### Clock routing

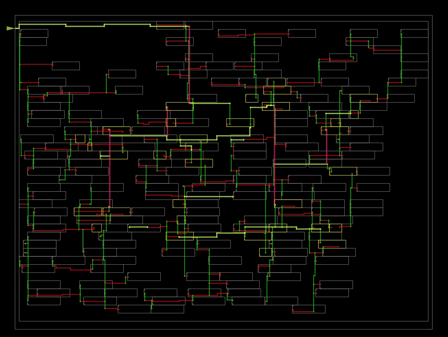
### Floorplan with the power grid

Drawn at 3 px/um. Pins as bars on the die edge.
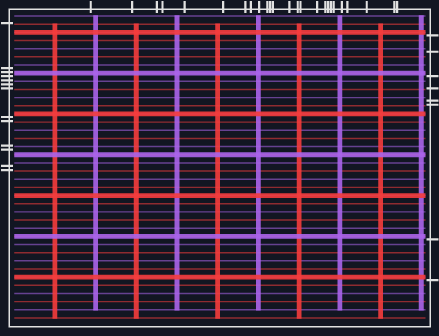
### M2 wires

Drawn at 3 px/um.
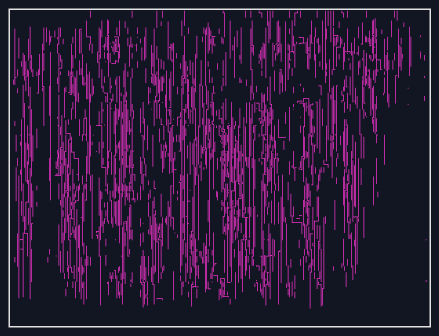
### Where the registers sit

Drawn at 3 px/um. Other sequential cells in the stronger grey, the rest of the logic in the fainter grey.
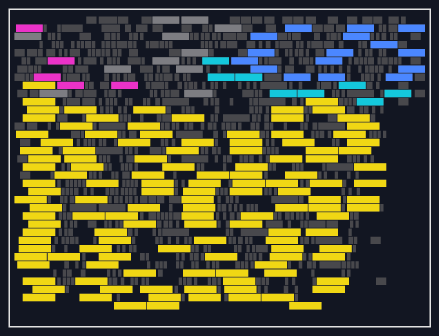
### Cell area per tile

Drawn at 3 px/um. 14 x 11 tiles, from black (low) to pale yellow (high), 0 to 100% covered.
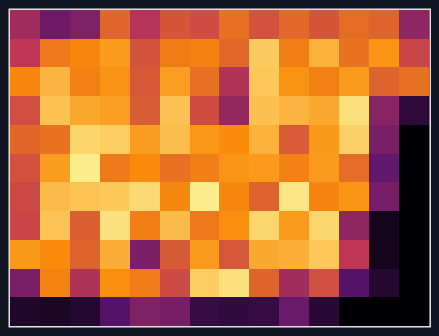
$ cat config.mk
export PLATFORM = sky130hd
export DESIGN_NAME = uart_tx_fifo_flat
export DESIGN_NICKNAME = d
export VERILOG_FILES = /design/src/rtl/uart_tx_fifo_if.sv /design/src/rtl/uart_tx_fifo.sv /design/src/flat_wrapper.sv
export SDC_FILE = /design/constraint.sdc
export NUM_CORES = 1
export LEC_CHECK = 0
export ABC_AREA = 1
export CAP_MARGIN = 25
export CORE_ASPECT_RATIO = 0.75
export CORE_UTILIZATION = 55
export CTS_BUF_LIST = sky130_fd_sc_hd__clkbuf_8 sky130_fd_sc_hd__clkbuf_16
export CTS_CLUSTER_SIZE = 16
export DETAILED_ROUTE_END_ITERATION = 8
export HOLD_SLACK_MARGIN = 0.02
export PLACE_DENSITY = 0.77
export SETUP_SLACK_MARGIN = 0.2
export SLEW_MARGIN = 10
export SYNTH_ARGS = -nofsm -noshare
export SYNTH_HDL_FRONTEND = slang
export SYNTH_SLANG_ARGS = --single-unit
$ cat constraint.sdc
create_clock -name clk -period 3.94 [get_ports clk]
set_clock_uncertainty 0.05 [all_clocks]
set_input_delay 0.591 -clock clk [delete_from_list [all_inputs] [get_ports clk]]
set_output_delay 0.591 -clock clk [all_outputs]
set_load 0.02 [all_outputs]
$ cat src/rtl/uart_tx_fifo_if.sv
// Host push port and uart_tx request port of the transmit FIFO.
// The master drives pushes and the uart_tx busy line; the slave is the FIFO.
interface uart_tx_fifo_if #(
  parameter int ADDR_W = 4,
  parameter int CNT_W  = 16
);
  logic [7:0]       wr_data;
  logic             wr_en;
  logic             ovf_clr;
  logic             full;
  logic             empty;
  logic [ADDR_W:0]  level;
  logic             overflow;
  logic [7:0]       tx_data;
  logic             tx_start;
  logic             tx_busy;
  logic [CNT_W-1:0] frames_sent;

  modport master (
    output wr_data,
    output wr_en,
    output ovf_clr,
    output tx_busy,
    input  full,
    input  empty,
    input  level,
    input  overflow,
    input  tx_data,
    input  tx_start,
    input  frames_sent
  );

  modport slave (
    input  wr_data,
    input  wr_en,
    input  ovf_clr,
    input  tx_busy,
    output full,
    output empty,
    output level,
    output overflow,
    output tx_data,
    output tx_start,
    output frames_sent
  );
endinterface

$ cat src/rtl/uart_tx_fifo.sv
// Byte FIFO feeding uart_tx: pops one byte per frame, holds the request
// until the synchronized busy rises, and counts completed frames.
module uart_tx_fifo #(
  parameter int DEPTH  = 16,
  parameter int ADDR_W = 4,
  parameter int CNT_W  = 16
) (
  input logic           clk,
  input logic           reset,
  uart_tx_fifo_if.slave bus
);

  typedef enum logic [1:0] {
    IDLE,
    REQ,
    WAIT_DONE
  } state_e;

  localparam logic [ADDR_W:0] DEPTH_L = (ADDR_W+1)'(DEPTH);

  logic [7:0]       mem_q [DEPTH];
  logic [ADDR_W:0]  wr_ptr_q, wr_ptr_d;
  logic [ADDR_W:0]  rd_ptr_q, rd_ptr_d;
  logic [ADDR_W:0]  level;
  logic             full;
  logic             empty;
  logic             push;
  logic             pop;
  state_e           state_q, state_d;
  logic [7:0]       tx_data_q, tx_data_d;
  logic             tx_start_q, tx_start_d;
  logic [CNT_W-1:0] frames_q, frames_d;
  logic             ovf_q, ovf_d;
  logic             busy_m_q;
  logic             busy_s_q;

  // Extra wrap bit makes the pointer difference the exact occupancy.
  assign level = wr_ptr_q - rd_ptr_q;
  assign full  = (level == DEPTH_L);
  assign empty = (level == '0);
  assign push  = bus.wr_en & ~full;

  always_comb begin
    state_d    = state_q;
    tx_data_d  = tx_data_q;
    tx_start_d = tx_start_q;
    frames_d   = frames_q;
    rd_ptr_d   = rd_ptr_q;
    pop        = 1'b0;
    unique case (state_q)
      IDLE: begin
        if (!empty) begin
          pop        = 1'b1;
          tx_data_d  = mem_q[rd_ptr_q[ADDR_W-1:0]];
          rd_ptr_d   = rd_ptr_q + 1'b1;
          tx_start_d = 1'b1;
          state_d    = REQ;
        end
      end
      REQ: begin
        if (busy_s_q) begin
          tx_start_d = 1'b0;
          state_d    = WAIT_DONE;
        end
      end
      WAIT_DONE: begin
        if (!busy_s_q) begin
          frames_d = frames_q + 1'b1;
          state_d  = IDLE;
        end
      end
      default: begin
        tx_start_d = 1'b0;
        state_d    = IDLE;
      end
    endcase
  end

  always_comb begin
    wr_ptr_d = wr_ptr_q;
    if (push) begin
      wr_ptr_d = wr_ptr_q + 1'b1;
    end
  end

  // Set beats clear when a dropped push meets ovf_clr.
  always_comb begin
    ovf_d = ovf_q;
    if (bus.ovf_clr) begin
      ovf_d = 1'b0;
    end
    if (bus.wr_en && full) begin
      ovf_d = 1'b1;
    end
  end

  always_ff @(posedge clk) begin
    if (push) begin
      mem_q[wr_ptr_q[ADDR_W-1:0]] <= bus.wr_data;
    end
  end

  always_ff @(posedge clk or negedge reset) begin
    if (!reset) begin
      wr_ptr_q   <= '0;
      rd_ptr_q   <= '0;
      state_q    <= IDLE;
      tx_data_q  <= 8'h00;
      tx_start_q <= 1'b0;
      frames_q   <= '0;
      ovf_q      <= 1'b0;
      busy_m_q   <= 1'b0;
      busy_s_q   <= 1'b0;
    end else begin
      wr_ptr_q   <= wr_ptr_d;
      rd_ptr_q   <= rd_ptr_d;
      state_q    <= state_d;
      tx_data_q  <= tx_data_d;
      tx_start_q <= tx_start_d;
      frames_q   <= frames_d;
      ovf_q      <= ovf_d;
      busy_m_q   <= bus.tx_busy;
      busy_s_q   <= busy_m_q;
    end
  end

  assign bus.full        = full;
  assign bus.empty       = empty;
  assign bus.level       = level;
  assign bus.overflow    = ovf_q;
  assign bus.tx_data     = tx_data_q;
  assign bus.tx_start    = tx_start_q;
  assign bus.frames_sent = frames_q;

endmodule
$ cat src/flat_wrapper.sv
// flat-port wrapper written by rule: the top's interface ports become plain ports
module uart_tx_fifo_flat 
#(
  parameter int DEPTH  = 16,
  parameter int ADDR_W = 4,
  parameter int CNT_W  = 16
)
  (clk, reset, bus_wr_data, bus_wr_en, bus_ovf_clr, bus_tx_busy, bus_full, bus_empty, bus_level, bus_overflow, bus_tx_data, bus_tx_start, bus_frames_sent);
  uart_tx_fifo_if #(.ADDR_W(ADDR_W), .CNT_W(CNT_W)) bus_i ();
  input logic clk;
  input logic reset;
  input wire logic [$bits(bus_i.wr_data)-1:0] bus_wr_data;
  input wire logic [$bits(bus_i.wr_en)-1:0] bus_wr_en;
  input wire logic [$bits(bus_i.ovf_clr)-1:0] bus_ovf_clr;
  input wire logic [$bits(bus_i.tx_busy)-1:0] bus_tx_busy;
  output wire logic [$bits(bus_i.full)-1:0] bus_full;
  output wire logic [$bits(bus_i.empty)-1:0] bus_empty;
  output wire logic [$bits(bus_i.level)-1:0] bus_level;
  output wire logic [$bits(bus_i.overflow)-1:0] bus_overflow;
  output wire logic [$bits(bus_i.tx_data)-1:0] bus_tx_data;
  output wire logic [$bits(bus_i.tx_start)-1:0] bus_tx_start;
  output wire logic [$bits(bus_i.frames_sent)-1:0] bus_frames_sent;
  assign bus_i.wr_data = bus_wr_data;
  assign bus_i.wr_en = bus_wr_en;
  assign bus_i.ovf_clr = bus_ovf_clr;
  assign bus_i.tx_busy = bus_tx_busy;
  assign bus_full = bus_i.full;
  assign bus_empty = bus_i.empty;
  assign bus_level = bus_i.level;
  assign bus_overflow = bus_i.overflow;
  assign bus_tx_data = bus_i.tx_data;
  assign bus_tx_start = bus_i.tx_start;
  assign bus_frames_sent = bus_i.frames_sent;
  uart_tx_fifo #(.DEPTH(DEPTH), .ADDR_W(ADDR_W), .CNT_W(CNT_W)) u_core (.clk(clk), .reset(reset), .bus(bus_i));
endmodule
==> GITHUB_STEP_SUMMARY <==
## Synthesis and layout report

| Metric | Value |
|---|---|
| M1 GR Usage | `0.369` |
| Post-layout min period | `3.53 ns` |
| Setup_tns | `0 ns` |
| Synth warnings | `0` |
| Top class by area | `registers` |
| Gate Area | `0.00236 mm2` |
| Post-CTS resize count | `0` |
| Hold WS | `0.236 ns` |
| Chip area | `0.0147 mm2` |
| Flop pwr share | `0.350` |
| Hold-fix buffers, CTS | `0` |
| Register share after synthesis | `0.618` |
| Routed len/inst | `15.9 um` |
| Clock Tree Buf Depth | `2` |
| Top cells, area | `edfxtp_1 (49%), nand2_1 (16%), dfrtp_1 (13%), inv_1 (5.8%), nand3_1 (5.7%)` |
| CP max FO | `7` |
| Sequence of cells on the critical path | `inv_1 -> ha_1 -> inv_1 -> fa_1 -> inv_1 -> nand2_1 -> nor2_4 -> nand3_4 -> inv_1 -> clkdlybuf4s50_1` |
| Non-clk bufs | `57` |
| DP Worst Slack | `0.827 ns` |
| # rows | `37` |
| Crit. End Element | `output pin` |
| Max Cap Viol | `0` |
| Num CTS Buffers | `17` |
| Fin nets | `907` |
| FF+latch count, synth | `168` |
| Syn Area/Cell | `9.40 um2` |
| Status | `finished, final reports clean` |
| Vias/cell | `5.16` |
| Fillers | `1065` |
| Gate power share | `0.406` |
| Num tapcells | `175` |
| Dominant power group | `combinational logic` |
| Multi-input gates | `512` |
| Cells after synthesis | `834` |
| Total power after layout | `0.00662 W` |
| Reg2reg start | `u_core.wr_ptr_q[0]` |
| CP startpoint | `u_core.wr_ptr_q[0]` |
| R2r worst-path depth | `11` |
| DP HPWL | `11100 um` |
| Post-synth cell types | `29` |
| Slowest cell on the critical path | `clkdlybuf4s50_1` |
| Post-synth mux share | `0` |
| Sw Share | `0.407` |
| Chip width | `140 um` |
-- 'Clock routing' (at the start) --
clkbuf count: 17
registers: 168
worst skew pair latency: 0.43 ns
CTS sink count: 168
P_clk: 0.00161 W

-- 'Floorplan with the power grid' (at the start) --
Key: VDD = purple; VSS = red
38 met1 rails follow the rows. 7 straps on met5. 46 signal pins sit on the boundary.
core area: 0.0138 mm2
Peak VDD IR: 520 uV
die extent in y: 105 um

-- 'M2 wires' (at the start) --
The longest straight run is 59.2 um. The layer carries 7540 um of wire. The layer holds 44% of the routed length.
met2 Use GR: 0.361
Vias: 5526
final WL: 17000 um

-- 'Where the registers sit' (at the start) --
Key: u_core.mem_q = yellow [flops 128]; u_core.wr_ptr_q = magenta [flops 5, where north-west]; u_core.bus.frames_sent = blue [flops 16, where north-east]; u_core.bus.tx_data = cyan [flops 8]
Another 11 sequential cells are not coloured.
Storage cell area: 0.00485 mm2
flop share of the area: 0.537
final core occ: 0.655

-- 'Cell area per tile' (at the start) --
35% of the tiles are over 75% full. The mean over all tiles is 60%. The fullest tile reaches 96%. 5.8% of the tiles are nearly empty.
fp_density: 0.568

-- layout by cell type, fill, tap and decap left out, drive strengths merged --
cell / n
a21oi: 4
buf: 13
clkbuf: 17
clkdlybuf4s50: 43
clkinv: 7
clkinvlp: 2
dfrtp: 40
dlymetal6s2s: 1
edfxtp: 128
fa: 1
ha: 10
inv: 133
nand2: 336
nand3: 93
nand4: 6
nor2: 36
nor3: 4
o21ai: 5
xnor2: 2
xor2: 15
-- registers in the layout, indices dropped and copies added (netlist names) --
register                cells
u_core.bus.frames_sent     16
u_core.bus.overflow         1
u_core.bus.tx_data          8
u_core.bus.tx_start         1
u_core.busy_m_q             1
u_core.busy_s_q             1
u_core.mem_q              128
u_core.rd_ptr_q             5
u_core.state_q              2
u_core.wr_ptr_q             5
Power is estimated from default activity; no workload was simulated.
